===== src/rtl/otter_iobus_if.sv =====
// IOBUS bundle between the Otter core (master) and its memory-mapped I/O responder (slave).
interface otter_iobus_if;
  logic [31:0] IOBUS_ADDR;
  logic [31:0] IOBUS_OUT;
  logic        IOBUS_WR;
  logic [31:0] IOBUS_IN;

  modport master (output IOBUS_ADDR, output IOBUS_OUT, output IOBUS_WR, input  IOBUS_IN);
  modport slave  (input  IOBUS_ADDR, input  IOBUS_OUT, input  IOBUS_WR, output IOBUS_IN);
endinterface


===== src/rtl/otter_iobus_peripheral.sv =====
// Otter IOBUS responder: switch/LED/seven-segment registers plus a prescaled compare timer.
// Read data is registered and reflects state before any same-cycle write.
module otter_iobus_peripheral #(
  parameter logic [31:0] BASE_ADDR = 32'h1100_0000,
  parameter int          PRESCALE  = 1,
  parameter int          SW_WIDTH  = 16
) (
  input  logic                CLK,
  input  logic                RST,
  otter_iobus_if.slave        bus,
  input  logic [SW_WIDTH-1:0] SWITCHES,
  output logic [SW_WIDTH-1:0] LEDS,
  output logic [15:0]         SSEG,
  output logic                INTR
);

  localparam logic [5:0]  OFF_SW    = 6'h00;
  localparam logic [5:0]  OFF_LED   = 6'h08;
  localparam logic [5:0]  OFF_SSEG  = 6'h10;
  localparam logic [5:0]  OFF_TCTRL = 6'h18;
  localparam logic [5:0]  OFF_TCMP  = 6'h19;
  localparam logic [5:0]  OFF_TCNT  = 6'h1A;
  localparam logic [5:0]  OFF_TSTAT = 6'h1B;
  localparam logic [31:0] PRE_LAST  = 32'(PRESCALE - 1);

  logic [SW_WIDTH-1:0] sw_meta_q, sw_sync_q;
  logic [SW_WIDTH-1:0] led_q, led_d;
  logic [15:0]         sseg_q, sseg_d;
  logic                en_q, en_d, auto_q, auto_d, ie_q, ie_d, pend_q, pend_d;
  logic [31:0]         tcmp_q, tcmp_d, tcnt_q, tcnt_d, pre_q, pre_d;
  logic [31:0]         rd_q, rd_d;

  logic       in_region, wr_hit, tick, cmp_hit;
  logic [5:0] word_off;
  logic       wr_led, wr_sseg, wr_tctrl, wr_tcmp, wr_tcnt, wr_tstat;

  assign in_region = (bus.IOBUS_ADDR[31:8] == BASE_ADDR[31:8]);
  assign word_off  = bus.IOBUS_ADDR[7:2];
  assign wr_hit    = bus.IOBUS_WR & in_region;
  assign wr_led    = wr_hit & (word_off == OFF_LED);
  assign wr_sseg   = wr_hit & (word_off == OFF_SSEG);
  assign wr_tctrl  = wr_hit & (word_off == OFF_TCTRL);
  assign wr_tcmp   = wr_hit & (word_off == OFF_TCMP);
  assign wr_tcnt   = wr_hit & (word_off == OFF_TCNT);
  assign wr_tstat  = wr_hit & (word_off == OFF_TSTAT);

  assign tick    = en_q & (pre_q == PRE_LAST);
  assign cmp_hit = tick & (tcnt_q == tcmp_q);

  always_comb begin
    rd_d = '0;
    if (in_region) begin
      case (word_off)
        OFF_SW:    rd_d = 32'(sw_sync_q);
        OFF_LED:   rd_d = 32'(led_q);
        OFF_SSEG:  rd_d = {16'h0000, sseg_q};
        OFF_TCTRL: rd_d = {29'd0, ie_q, auto_q, en_q};
        OFF_TCMP:  rd_d = tcmp_q;
        OFF_TCNT:  rd_d = tcnt_q;
        OFF_TSTAT: rd_d = {31'd0, pend_q};
        default:   rd_d = '0;
      endcase
    end
  end

  always_comb begin
    led_d  = wr_led  ? bus.IOBUS_OUT[SW_WIDTH-1:0] : led_q;
    sseg_d = wr_sseg ? bus.IOBUS_OUT[15:0]         : sseg_q;
    tcmp_d = wr_tcmp ? bus.IOBUS_OUT               : tcmp_q;
    pre_d  = (!en_q || tick || wr_tcnt) ? '0 : pre_q + 32'd1;
    tcnt_d = tcnt_q;
    en_d   = en_q;
    auto_d = auto_q;
    ie_d   = ie_q;
    pend_d = pend_q;
    if (tick) begin
      if (cmp_hit) begin
        if (auto_q) tcnt_d = '0;
        else        en_d   = 1'b0;
      end else begin
        tcnt_d = tcnt_q + 32'd1;
      end
    end
    // CPU writes are applied last so they override the timer's own update
    if (wr_tcnt)  tcnt_d = bus.IOBUS_OUT;
    if (wr_tctrl) {ie_d, auto_d, en_d} = bus.IOBUS_OUT[2:0];
    if (wr_tstat && bus.IOBUS_OUT[0]) pend_d = 1'b0;
    if (cmp_hit) pend_d = 1'b1;
  end

  always_ff @(posedge CLK) begin
    if (RST) begin
      sw_meta_q <= '0;
      sw_sync_q <= '0;
      led_q     <= '0;
      sseg_q    <= '0;
      en_q      <= 1'b0;
      auto_q    <= 1'b0;
      ie_q      <= 1'b0;
      pend_q    <= 1'b0;
      tcmp_q    <= '0;
      tcnt_q    <= '0;
      pre_q     <= '0;
      rd_q      <= '0;
    end else begin
      sw_meta_q <= SWITCHES;
      sw_sync_q <= sw_meta_q;
      led_q     <= led_d;
      sseg_q    <= sseg_d;
      en_q      <= en_d;
      auto_q    <= auto_d;
      ie_q      <= ie_d;
      pend_q    <= pend_d;
      tcmp_q    <= tcmp_d;
      tcnt_q    <= tcnt_d;
      pre_q     <= pre_d;
      rd_q      <= rd_d;
    end
  end

  assign bus.IOBUS_IN = rd_q;
  assign LEDS         = led_q;
  assign SSEG         = sseg_q;
  assign INTR         = pend_q & ie_q;

endmodule


===== src/flat_wrapper.sv =====
// flat-port wrapper written by rule: the top's interface ports become plain ports
module otter_iobus_peripheral_flat 
#(
  parameter logic [31:0] BASE_ADDR = 32'h1100_0000,
  parameter int          PRESCALE  = 1,
  parameter int          SW_WIDTH  = 16
)
  (CLK, RST, SWITCHES, LEDS, SSEG, INTR, bus_IOBUS_ADDR, bus_IOBUS_OUT, bus_IOBUS_WR, bus_IOBUS_IN);
  otter_iobus_if bus_i ();
  input  logic CLK;
  input  logic RST;
  input  logic [SW_WIDTH-1:0] SWITCHES;
  output logic [SW_WIDTH-1:0] LEDS;
  output logic [15:0] SSEG;
  output logic INTR;
  input wire logic [$bits(bus_i.IOBUS_ADDR)-1:0] bus_IOBUS_ADDR;
  input wire logic [$bits(bus_i.IOBUS_OUT)-1:0] bus_IOBUS_OUT;
  input wire logic [$bits(bus_i.IOBUS_WR)-1:0] bus_IOBUS_WR;
  output wire logic [$bits(bus_i.IOBUS_IN)-1:0] bus_IOBUS_IN;
  assign bus_i.IOBUS_ADDR = bus_IOBUS_ADDR;
  assign bus_i.IOBUS_OUT = bus_IOBUS_OUT;
  assign bus_i.IOBUS_WR = bus_IOBUS_WR;
  assign bus_IOBUS_IN = bus_i.IOBUS_IN;
  otter_iobus_peripheral #(.BASE_ADDR(BASE_ADDR), .PRESCALE(PRESCALE), .SW_WIDTH(SW_WIDTH)) u_core (.CLK(CLK), .RST(RST), .bus(bus_i), .SWITCHES(SWITCHES), .LEDS(LEDS), .SSEG(SSEG), .INTR(INTR));
endmodule

===== config.mk =====
export PLATFORM = sky130hd
export DESIGN_NAME = otter_iobus_peripheral_flat
export DESIGN_NICKNAME = d
export VERILOG_FILES = /design/src/rtl/otter_iobus_if.sv /design/src/rtl/otter_iobus_peripheral.sv /design/src/flat_wrapper.sv
export SDC_FILE = /design/constraint.sdc
export NUM_CORES = 1
export LEC_CHECK = 0
export ABC_AREA = 0
export CAP_MARGIN = 30
export CELL_PAD_IN_SITES_DETAIL_PLACEMENT = 0
export CELL_PAD_IN_SITES_GLOBAL_PLACEMENT = 1
export CORE_MARGIN = 5
export CORE_UTILIZATION = 36
export DETAILED_ROUTE_END_ITERATION = 16
export PLACE_DENSITY = 0.78
export SLEW_MARGIN = 20
export SYNTH_ARGS = -nofsm -noshare
export SYNTH_HDL_FRONTEND = slang
export SYNTH_SLANG_ARGS = --single-unit

===== constraint.sdc =====
create_clock -name CLK -period 2.6 [get_ports CLK]
set_clock_uncertainty 0.1 [all_clocks]
set_input_delay 0.52 -clock CLK [delete_from_list [all_inputs] [get_ports CLK]]
set_output_delay 0.52 -clock CLK [all_outputs]
set_load 0.005 [all_outputs]

### Track usage over the die, run 1

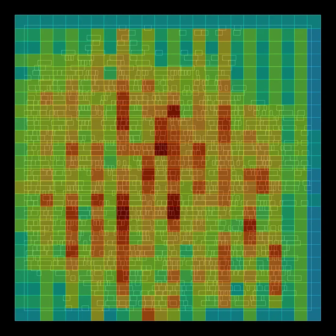
met1 routing resource usage after global routing: 26.9%
met3 track demand over resource: 3.98%
GR Layer Usage met2: 30.9%
Overall Global Routing Usage: 19.4%
drt wl/cell: 16.9 um

### Met2 routing, run 1

The bar under the picture is 50 um long.
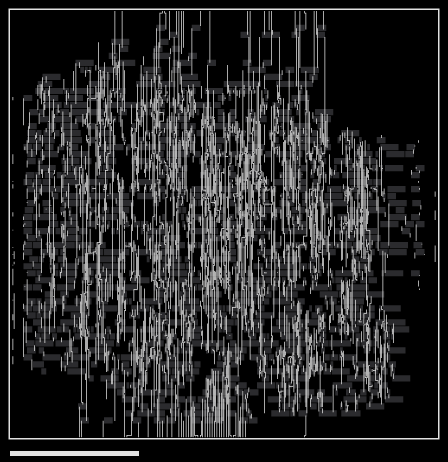
The wires run mostly vertical. The longest straight run is 60.9 um. The layer carries 12,500 um of wire.
DR vias: 8,193
aggregate routed wire length: 27,200 um

### Metal 3, run 1

The bar under the picture is 50 um long.
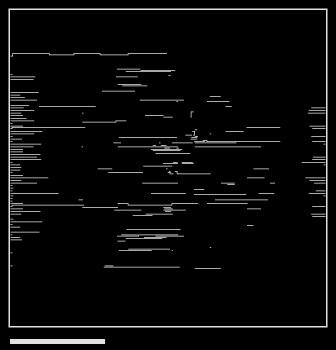
The layer holds 6.7% of the routed length. 148 nets have wire on it. The layer carries 1,820 um of wire.

### Met4 routing, run 1

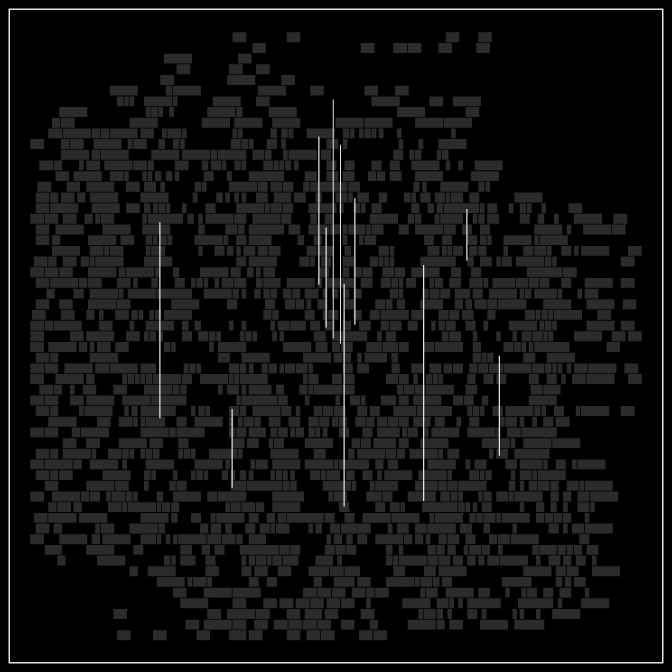
The wires run mostly vertical. The longest straight run is 60.5 um. The layer carries 429 um of wire. 7 nets have wire on it. The layer holds 1.6% of the routed length.

==> reports/metrics.sh, run 1 <==
DESIGN.FINAL.NETS=1353
SYNTH_WARNINGS=0
WORSTPATHCELLLIST='clkdlybuf4s50_1, nand4bb_4, or3_4, or4_4, nand2_8, nor3_4, a21o_1, a221o_1'
CRIT_PATH_MAX_FANOUT=7
YOSYS.AREA_SHARE.SIMPLE_PCT=25.5
POST_SYNTH_NUM_CELL_TYPES=67
MAX_SLEW_VIOLATION_COUNT=0
SYNTH.FF_LATCH_COUNT=196
NUMBER_OF_FILLER_INSTANCES_IN_THE_FINAL_LAYOUT=2259
CELLINTERNALPOWER_mW=4.54
SYNTHAOIAREAFRAC_PCT=14.0
SIGNAL_BUFFER_AREA_FRACTION_PCT=20.8
SETUP-TNS-FINAL_PS=0
SYNTHTOPCELLSBYCOUNT='sky130_fd_sc_hd__dfxtp_1, sky130_fd_sc_hd__nand2_1, sky130_fd_sc_hd__nor2_1'
P_LEAK_nW=4.57
VIA_PER_INST=5.11
LAYOUT.CELLS.NON_FILLER=1604
DOMINANT-CELL-CLASS='multi-input combinational cells'
COMB_AREA_SHARE_PCT=37.9
DPL_WORST_SLACK_PS=-452
CTS-ROOT-TO-SINK-BUFFERS=2
MET3WIRELENGTH_UM=1820
COMB.MULTI_INPUT.COUNT=759
FINAL_PERIOD_MINUS_WORST_SETUP_SLACK_PS=2530
POWER.LARGEST_GROUP='registers'
RUN_STATUS='finished, final reports clean'
FINALINSTANCEAREA_SQ_UM=12200
XOR_SHARE_PCT=6.79
TOP_LOGIC_KIND='simple AND/OR/NAND/NOR gates'
SYN_AREA_PER_CELL_SQ_UM=8.45
WORST_PATH_DOMINANT_CELL_FAMILY='simple AND/OR/NAND/NOR gates'
HIGHEST_LAYER='met4'
PWR.GROUP.SEQUENTIAL_mW=3.03
MUXSHAREOFSYNTHAREA_PCT=4.41
POST_SYNTH_MAIN_AREA_CONTRIBUTORS='sky130_fd_sc_hd__dfxtp_1, sky130_fd_sc_hd__nand2_1, sky130_fd_sc_hd__xor2_1, sky130_fd_sc_hd__a21oi_1, sky130_fd_sc_hd__nor2_1'
GLOBAL_ROUTE_WIRE_LENGTH_BEFORE_REPAIR_UM=43400
CRITICAL_PATH.MAX_STAGE_DELAY_PS=580
HOLD_PATH_CLASS='input pin to register'
PLACE_CONGESTION=0.928
AREA.SHARE.SEQUENTIAL_PCT=32.2
ADDER_SHARE_PCT=0.428
POST-ROUTE-UTIL_PCT=50.4
SETUP.REG_TO_REG.WORST_SLACK_PS=90
SHARE_COMB_OF_TOTAL_POWER_PCT=5.4
POST_CTS_RESIZED=5
SYNTHESIS.AREA_SQ_UM=8770
MAX_SLEW.WORST_PIN.SLEW_PS=834
==> run 2: changes to the inputs <==
--- a/config.mk
+++ b/config.mk
@@ -7,10 +7,8 @@
 export LEC_CHECK = 0
 export ABC_AREA = 0
 export CAP_MARGIN = 30
-export CELL_PAD_IN_SITES_DETAIL_PLACEMENT = 0
-export CELL_PAD_IN_SITES_GLOBAL_PLACEMENT = 1
 export CORE_MARGIN = 5
-export CORE_UTILIZATION = 36
+export CORE_UTILIZATION = 48
 export DETAILED_ROUTE_END_ITERATION = 16
 export PLACE_DENSITY = 0.78
 export SLEW_MARGIN = 20
### Metal 3, run 2

The bar under the picture is 50 um long.
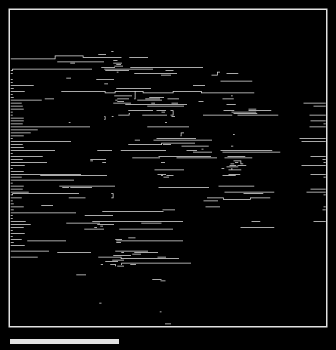
DR vias: 8,356
met3 track demand over resource: 5.58%
aggregate routed wire length: 26,200 um

==> run 2 against run 1 <==
Non-clock buffer count is 9 lower. Synthesized area stayed put. Sequential share of layout area is 0.62 points higher. Cell area is 1.8% lower. Critical path depth is 1 higher. Largest cell class unchanged. Largest power group unchanged.
==> reports/metrics.sh, run 2 <==
POST_SYNTH_MAIN_AREA_CONTRIBUTORS='sky130_fd_sc_hd__dfxtp_1, sky130_fd_sc_hd__nand2_1, sky130_fd_sc_hd__xor2_1, sky130_fd_sc_hd__a21oi_1, sky130_fd_sc_hd__nor2_1'
DESIGN.FINAL.NETS=1344  # -0.67%
COMB.MULTI_INPUT.COUNT=759  # unchanged
P_LEAK_nW=4.53  # -0.79%
SHARE_COMB_OF_TOTAL_POWER_PCT=5.5  # about the same
GLOBAL_ROUTE_WIRE_LENGTH_BEFORE_REPAIR_UM=41800  # -3.7%
SYNTHTOPCELLSBYCOUNT='sky130_fd_sc_hd__dfxtp_1, sky130_fd_sc_hd__nand2_1, sky130_fd_sc_hd__nor2_1'
CELLINTERNALPOWER_mW=4.56  # +0.41%
FINAL_PERIOD_MINUS_WORST_SETUP_SLACK_PS=2510  # -12.2 ps
SIGNAL_BUFFER_AREA_FRACTION_PCT=20.9  # +0.074 points
TOP_LOGIC_KIND='simple AND/OR/NAND/NOR gates'
CRITICAL_PATH.MAX_STAGE_DELAY_PS=350  # -230 ps
SYN_AREA_PER_CELL_SQ_UM=8.45  # unchanged
POST_SYNTH_NUM_CELL_TYPES=67  # unchanged
POWER.LARGEST_GROUP='registers'
GRT_USE_TOTAL_PCT=23.8  # +4.4 points
MAX_SLEW_VIOLATION_COUNT=0  # unchanged
DETAIL_ROUTE.WL_PER_CELL_UM=17.5  # +3.2%
GRT_USE_MET1_PCT=31.5  # +4.6 points
DPL_WORST_SLACK_PS=-436  # +16.4 ps
SETUP-TNS-FINAL_PS=0  # unchanged
HOLD_PATH_CLASS='register to register'
CTS-ROOT-TO-SINK-BUFFERS=2  # unchanged
SYNTH_WARNINGS=0  # unchanged
LAYOUT.CELLS.NON_FILLER=1499  # -6.5%
DOMINANT-CELL-CLASS='multi-input combinational cells'
GLOBALROUTEMET2UTIL_PCT=38.5  # +7.6 points
MAX_SLEW.WORST_PIN.SLEW_PS=875  # +40.8 ps
SYNTH.FF_LATCH_COUNT=196  # unchanged
PLACE_CONGESTION=0.975  # +5.1%
VIA_PER_INST=5.57  # +9.1%
WORST_PATH_DOMINANT_CELL_FAMILY='simple AND/OR/NAND/NOR gates'
POST_CTS_RESIZED=1  # -4
RUN_STATUS='finished, final reports clean'
CRIT_PATH_MAX_FANOUT=6  # -1
SYNTHESIS.AREA_SQ_UM=8770  # unchanged
ADDER_SHARE_PCT=0.428  # unchanged
SETUP.REG_TO_REG.WORST_SLACK_PS=90  # about the same
HIGHEST_LAYER='met4'
MUXSHAREOFSYNTHAREA_PCT=4.41  # unchanged
FINALINSTANCEAREA_SQ_UM=12000  # -1.8%
==> run 3: changes to the inputs <==
--- a/config.mk
+++ b/config.mk
@@ -8,10 +8,11 @@
 export ABC_AREA = 0
 export CAP_MARGIN = 30
 export CORE_MARGIN = 5
-export CORE_UTILIZATION = 48
+export CORE_UTILIZATION = 46
 export DETAILED_ROUTE_END_ITERATION = 16
-export PLACE_DENSITY = 0.78
+export PLACE_DENSITY = 0.75
 export SLEW_MARGIN = 20
 export SYNTH_ARGS = -nofsm -noshare
 export SYNTH_HDL_FRONTEND = slang
 export SYNTH_SLANG_ARGS = --single-unit
+export TNS_END_PERCENT = 1
### The metal 1 layer, run 3

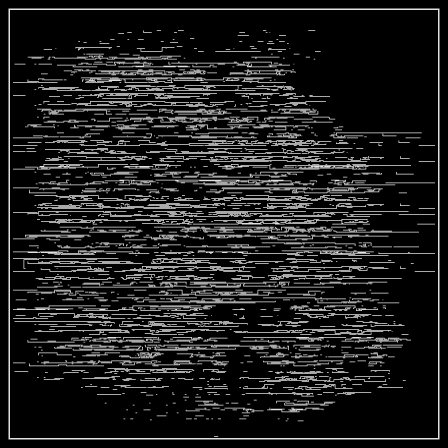
The wires run mostly horizontal. 1,220 nets have wire on it. The layer carries 11,100 um of wire. The longest straight run is 43.7 um.
aggregate routed wire length: 25,500 um
met1 routing resource usage after global routing: 30.7%

==> run 3 against run 2 <==
Die size increased by 4.0%. Sequential power about the same. Routed wire length decreased by 2.5%. Setup slack got worse by 65 ps. Register-to-register slack improved by 20 ps. Via count decreased by 1.7%.
==> reports/metrics.sh, run 3 <==
RUN_STATUS='finished, final reports clean'
CELLINTERNALPOWER_mW=4.68  # +2.6%
LAYOUT.CELLS.NON_FILLER=1490  # -0.60%
SYNTHESIS.AREA_SQ_UM=8770  # unchanged
SYNTH_WARNINGS=0  # unchanged
DOMINANT-CELL-CLASS='multi-input combinational cells'
TOTAL_POWER_mW=6.13
POWER.LARGEST_GROUP='registers'
COMB.MULTI_INPUT.COUNT=759  # unchanged
MAX_SLEW_VIOLATION_COUNT=0  # unchanged
ADDER_SHARE_PCT=0.428  # unchanged
SYNTH.FF_LATCH_COUNT=196  # unchanged
TIMING.CRITICAL_PATH.ARRIVAL_PS=2790
CRIT_PATH_END='u_core.tcnt_q[26]'
AREA.SHARE.SEQUENTIAL_PCT=33.1
REGAREA_SQ_UM=3920
SETUP_VIOLATIONS=0
CRITICAL_PATH.MAX_STAGE_DELAY_PS=560  # +210 ps
HIGHEST_LAYER='met4'
P_LEAK_nW=4.45  # -1.9%
PWR.GROUP.SEQUENTIAL_mW=3.03
TOP_LOGIC_KIND='simple AND/OR/NAND/NOR gates'
GLOBAL_ROUTE_WIRE_LENGTH_BEFORE_REPAIR_UM=41300  # -1.3%
POST_SYNTH_NUM_CELL_TYPES=67  # unchanged
SYNTHTOPCELLSBYCOUNT='sky130_fd_sc_hd__dfxtp_1, sky130_fd_sc_hd__nand2_1, sky130_fd_sc_hd__nor2_1'
WORST_PATH_DOMINANT_CELL_FAMILY='simple AND/OR/NAND/NOR gates'
CRIT_PATH_MAX_FANOUT=6  # unchanged
DESIGN.FINAL.NETS=1329  # -1.1%
POST_CTS_RESIZED=0  # -1
POST_SYNTH_MAIN_AREA_CONTRIBUTORS='sky130_fd_sc_hd__dfxtp_1, sky130_fd_sc_hd__nand2_1, sky130_fd_sc_hd__xor2_1, sky130_fd_sc_hd__a21oi_1, sky130_fd_sc_hd__nor2_1'
SETUP-TNS-FINAL_PS=0  # unchanged
MUXSHAREOFSYNTHAREA_PCT=4.41  # unchanged
ROUTED-VIA-COUNT=8217  # -1.7%
SYN_AREA_PER_CELL_SQ_UM=8.45  # unchanged
DPL_WORST_SLACK_PS=-434  # +1.88 ps
CRIT_PATH_START='bus_IOBUS_ADDR[20]'
CTS-ROOT-TO-SINK-BUFFERS=2  # unchanged
MAX_SLEW.WORST_PIN.SLEW_PS=596  # -279 ps
SHARE_COMB_OF_TOTAL_POWER_PCT=5.2  # -0.3 points
HOLDWS_PS=338
N_ALL_INVERTERS=18
VIA_PER_INST=5.51  # -1.1%
SETUP.REG_TO_REG.WORST_SLACK_PS=110  # +20 ps
GLOBALROUTEMET2UTIL_PCT=37.7  # -0.79 points
TAPCELLCOUNT=234
HOLD_PATH_CLASS='register to register'
GRT_USE_TOTAL_PCT=23.1  # -0.66 points
MET3_USAGE_PCT=5.61  # +0.025 points
No activity file was given, so power comes from the tool's default toggle rates.
